### Local utilization

8 x 8 tiles, from white (low) to dark blue (high), 0 to 100% covered.
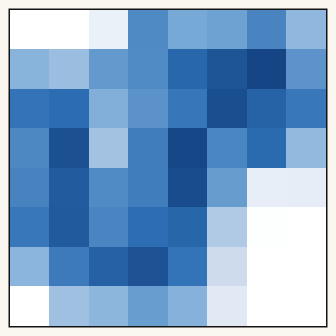
### Pin map

Pins as bars across the die edge, other pins in grey.
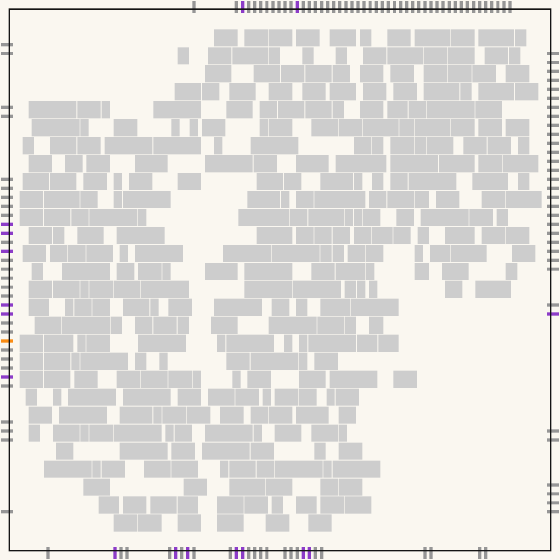
### Met3 routing

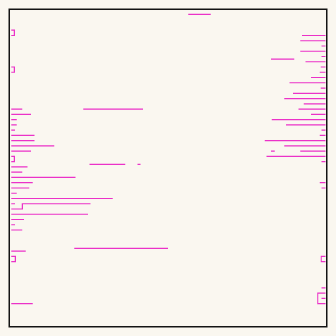
[src/rtl/mem_port_arbiter.sv]
// mem_port_arbiter
// Shares one single-port synchronous RAM (1-cycle registered read) between the
// instruction-fetch port and the data port. Data has priority; a run counter
// bounds consecutive data wins while a fetch is pending, after which the fetch
// is granted once. Read data is steered back to whichever port owned the
// access in the previous cycle and held between valid pulses.
module mem_port_arbiter #(
    parameter int AW           = 16,
    parameter int DW           = 16,
    parameter int MAX_DATA_RUN = 4
) (
    input  logic          Clock,
    input  logic          Reset,
    input  logic          Enable,
    // instruction-fetch port
    input  logic [AW-1:0] InstrAddr,
    input  logic          InstrRead,
    output logic          InstrWaitreq,
    output logic [DW-1:0] InstrIn,
    output logic          InstrValid,
    // data port
    input  logic [AW-1:0] DataAddr,
    input  logic          ReadData,
    input  logic          WriteData,
    input  logic [DW-1:0] DataOut,
    output logic          DataWaitreq,
    output logic [DW-1:0] DataIn,
    output logic          DataValid,
    // RAM side
    output logic [AW-1:0] MemAddr,
    output logic [DW-1:0] MemWrData,
    output logic          MemWren,
    input  logic [DW-1:0] MemRdData
);

    typedef enum logic {
        PRIO_D = 1'b0,
        PRIO_I = 1'b1
    } prio_t;

    localparam int CW = $clog2(MAX_DATA_RUN + 1);
    localparam logic [CW-1:0] RUN_LIMIT = CW'(MAX_DATA_RUN);
    localparam logic [CW-1:0] RUN_LAST  = CW'(MAX_DATA_RUN - 1);

    prio_t         prio;
    logic [CW-1:0] runCnt;

    logic          reqD;
    logic          gI;
    logic          gD;

    // owner of the read issued last cycle: [1] fetch, [0] data
    logic [1:0]    owner;
    logic [DW-1:0] instrHold;
    logic [DW-1:0] dataHold;

    assign reqD = ReadData | WriteData;

    // Grant decision: at most one port per cycle, priority state breaks ties
    always_comb begin
        gI = 1'b0;
        gD = 1'b0;
        if (!Reset && Enable) begin
            if (InstrRead && reqD) begin
                if (prio == PRIO_I) begin
                    gI = 1'b1;
                end else begin
                    gD = 1'b1;
                end
            end else begin
                gI = InstrRead;
                gD = reqD;
            end
        end
    end

    // Back-pressure: a requester waits whenever it was not granted
    always_comb begin
        InstrWaitreq = InstrRead & ~gI;
        DataWaitreq  = reqD & ~gD;
    end

    // RAM request mux; idle cycles park the address on the fetch port
    always_comb begin
        MemWrData = DataOut;
        MemAddr   = InstrAddr;
        MemWren   = 1'b0;
        if (gD) begin
            MemAddr = DataAddr;
            MemWren = WriteData;
        end else if (gI) begin
            MemAddr = InstrAddr;
        end
    end

    // Starvation guard: count data wins over a waiting fetch, flip priority at the limit
    always_ff @(posedge Clock) begin
        if (Reset) begin
            prio   <= PRIO_D;
            runCnt <= '0;
        end else if (gI) begin
            prio   <= PRIO_D;
            runCnt <= '0;
        end else if (!InstrRead) begin
            runCnt <= '0;
        end else if (prio == PRIO_D) begin
            if (runCnt >= RUN_LAST) begin
                runCnt <= RUN_LIMIT;
                prio   <= PRIO_I;
            end else begin
                runCnt <= runCnt + CW'(1);
            end
        end
    end

    // Track which port owns the data returning next cycle; a read+write is a write only
    always_ff @(posedge Clock) begin
        if (Reset) begin
            owner <= '0;
        end else begin
            owner <= {gI & InstrRead, gD & ReadData & ~WriteData};
        end
    end

    // Hold registers keep the last delivered word on each port between pulses
    always_ff @(posedge Clock) begin
        if (Reset) begin
            instrHold <= '0;
            dataHold  <= '0;
        end else begin
            if (InstrValid) begin
                instrHold <= MemRdData;
            end
            if (DataValid) begin
                dataHold <= MemRdData;
            end
        end
    end

    // Return path; Reset suppresses a pulse for a read granted just before it
    always_comb begin
        InstrValid = owner[1] & ~Reset;
        DataValid  = owner[0] & ~Reset;
        InstrIn    = InstrValid ? MemRdData : instrHold;
        DataIn     = DataValid  ? MemRdData : dataHold;
    end

endmodule
[config.mk]
export PLATFORM = sky130hd
export DESIGN_NAME = mem_port_arbiter
export DESIGN_NICKNAME = d
export VERILOG_FILES = /design/src/rtl/mem_port_arbiter.sv
export SDC_FILE = /design/constraint.sdc
export NUM_CORES = 1
export LEC_CHECK = 0
export CAP_MARGIN = 20
export CORE_UTILIZATION = 35
export CTS_CLUSTER_SIZE = 12
export DETAILED_ROUTE_END_ITERATION = 10
export PLACE_DENSITY = 0.89
export SLEW_MARGIN = 10
export SYNTH_ARGS = -nofsm -noshare
export SYNTH_HDL_FRONTEND = slang
export SYNTH_SLANG_ARGS = --single-unit
[constraint.sdc]
create_clock -name Clock -period 2.1 [get_ports Clock]
set_clock_uncertainty 0.15 [all_clocks]
set_input_delay 0.42 -clock Clock [delete_from_list [all_inputs] [get_ports Clock]]
set_output_delay 0.42 -clock Clock [all_outputs]
set_load 0.005 [all_outputs]
==> flow_summary.toml <==
# synthesis and place-and-route metrics
[critical_path]
start_kind = "register"
crit_type = "reg -> out"
cp.arrival_ns = 1.51
critPathCaptureType = "output port"
cp-startpoint = "owner[0]"
cp_max_fo = 7
crit_required_ns = 1.53

[final_layout]
final_cells = 412
design_area_um2 = 3560
clock_area_frac = 0.0225
n_all_buffers = 148
syn_to_final_growth_pct = 60.2
drive_above_1_share = 0.430
biggestCellCategory = "buffers"
final_cell_mix = "50 x clkdlybuf4s50_1, 35 x nor2_1, 35 x dfxtp_1"
comb_area_frac = 0.353
flop-count = 38
nClkBuffers = 6
regArea_um2 = 764
nets = 409
multiInputGateArea_um2 = 1260
buf_share = 0.380
lay_top_count = "clkdlybuf4s50_1"
diodes = 0
nFillCells = 509
final_util = 0.591
inv_count = 4
sh_seq_area = 0.215
num-multi-input-gates = 140

[clocking]
cts_resized = 177
clock-sinks = 38
cts_root_buf = "clkbuf_8"
clk_pin_slew_ns = 0.07
clock_latency_ns = 0.29
cts_setup_buffers = 17
cts_buffers = 5
cts_hold_buf = 0
htreeDepth = 2
cts_tree = "built"
cts.path.max_buffers = 2

[global_route]
gr-usage-all-layers = 0.190
globalRoute.totalOverflow = 0
grt_pass1_vias = 1996
antenna_found_initial = 0
grt_max_degree = 33
grt_pass1_wl_um = 9500

[logic_synthesis]
ys.flop_type = "dfxtp_1"
synthCells = 211
synth.avg_cell_area_um2 = 10.5
synth-xor-area-share = 0
synth_nets = 283
aoi_share = 0.0298
ys_types = 28
yosys_warnings = 0
synth-seq-cells = 38
synth-edff-count = 0
top_area_cell = "dfxtp_1"
fa_ha_area_frac = 0.0112
synthTopCellsByCount = "38 x dfxtp_1, 38 x mux2_2, 36 x nor2_1, 32 x mux2i_1, 17 x buf_4"
ys_cells = 211
yosys-stat-area_um2 = 2220
mux_share = 0.404
async_flop_share = 0
top_area_frac = 0.342
ys_seq_frac = 0.342
top_logic_kind = "multiplexers"
ys_sh_simple = 0.107
syn_area_um2 = 2220

[job]
tool_warnings = 28
drv_cap = 0

[power_and_ir_drop]
power_leader = "sequential cells"
power_density_nw_per_um2 = 446
seq_cell_power_w = 0.000743
powerClk_w = 0.000476
ir_drop_v = 0.000439
power.share.sequential = 0.468
p_switching_w = 0.000383
sw_frac_of_total = 0.241
p_comb_w = 0.000369
p_int_w = 0.00121
power.leakage_nw = 1.61
pwr-share-clk = 0.300
power_w = 0.00159
pwr-share-comb = 0.232

[floorplanning]
row_count = 28
n_tap_cell = 75
chip_area_um2 = 6680
fp-utilization = 0.369
core_area_um2 = 6030
pin_count = 139

[place]
dpl.cell_count = 386
dp_slack_ns = -0.773
gp_congestion = 0.711
hpwl_um = 4220
place_area_um2 = 3370

[detailed_routing]
drtIter0Drc = 53
dr.pass1.iters = 4
route.detailed.drc = 0
viasPerCell = 4.76
wirelength_um = 6170
final_antenna_net_count = 0
wl_per_cell_um = 15.0

[final_timing]
clock.fmax_mhz = 480
holdWs_ns = 0.209
worstMarginPinSlew_ns = 0.706
rsz0062_at_grt = "true"
final_max_slew_viol_count = 0
worst_slack_ns = 0.0153
setup_violations = 0
timing.final.crit_share = 0.993
timing.slew.headroom = 0.517
tns_ns = 0
finalHoldViolations = 0
period_needed_ns = 2.08

[min_path]
hold_start = "Reset"
hp-class = "in -> reg"

[run_status]
status = "completed"
Back to the opening pictures, 'Local utilization':
mean over tiles	52%
fullest tile	91%
nearly empty tiles	14%
emptiest ninth of the die	bottom right
tiles over 75% full	25%

Back to the opening pictures, 'Pin map':
colour	port	pins	direction	edge
purple	InstrIn	16	output	7 bottom, 6 left, 2 top, 1 right
orange	InstrValid	1	output	left
die height: 81.7 µm
Die Wd: 81.7 µm
PortBufs: 106

Back to the opening pictures, 'Met3 routing':
share of all routed wire	6.2%
wire length on this layer	385 µm
main direction	horizontal
routing usage on met3: 0.0522
via count: 1960

==> critical path, cell delays in order (launching register included) <==
cell and delay, ns:
dfxtp_2 0.33, nor2b_4 0.19, buf_8 0.17, buf_12 0.11, mux2_2 0.33, buf_6 0.12
==> per-layer routing <==
metal	part of all wire	GRT usage
met1	0.40	0.207
met2	0.53	0.351
met3	0.062	0.0522
met4	0.0099	0.0579
met5	0	0
==> path summary, 6_finish.rpt <==
path	cells past startpoint	slack, ns	endpoint
worst min-delay path	2	0.21	prio
worst min register to register	2	0.35	instrHold[12]
worst max register to register	5	0.18	runCnt[1]
worst max-delay path	5	0.02	DataIn[3]
==> sequential cells by signal (all words and copies together) (netlist names) <==
name       cells
dataHold      16
instrHold     16
owner          2
prio           1
runCnt         3
No activity file was given, so power comes from the tool's default toggle rates.
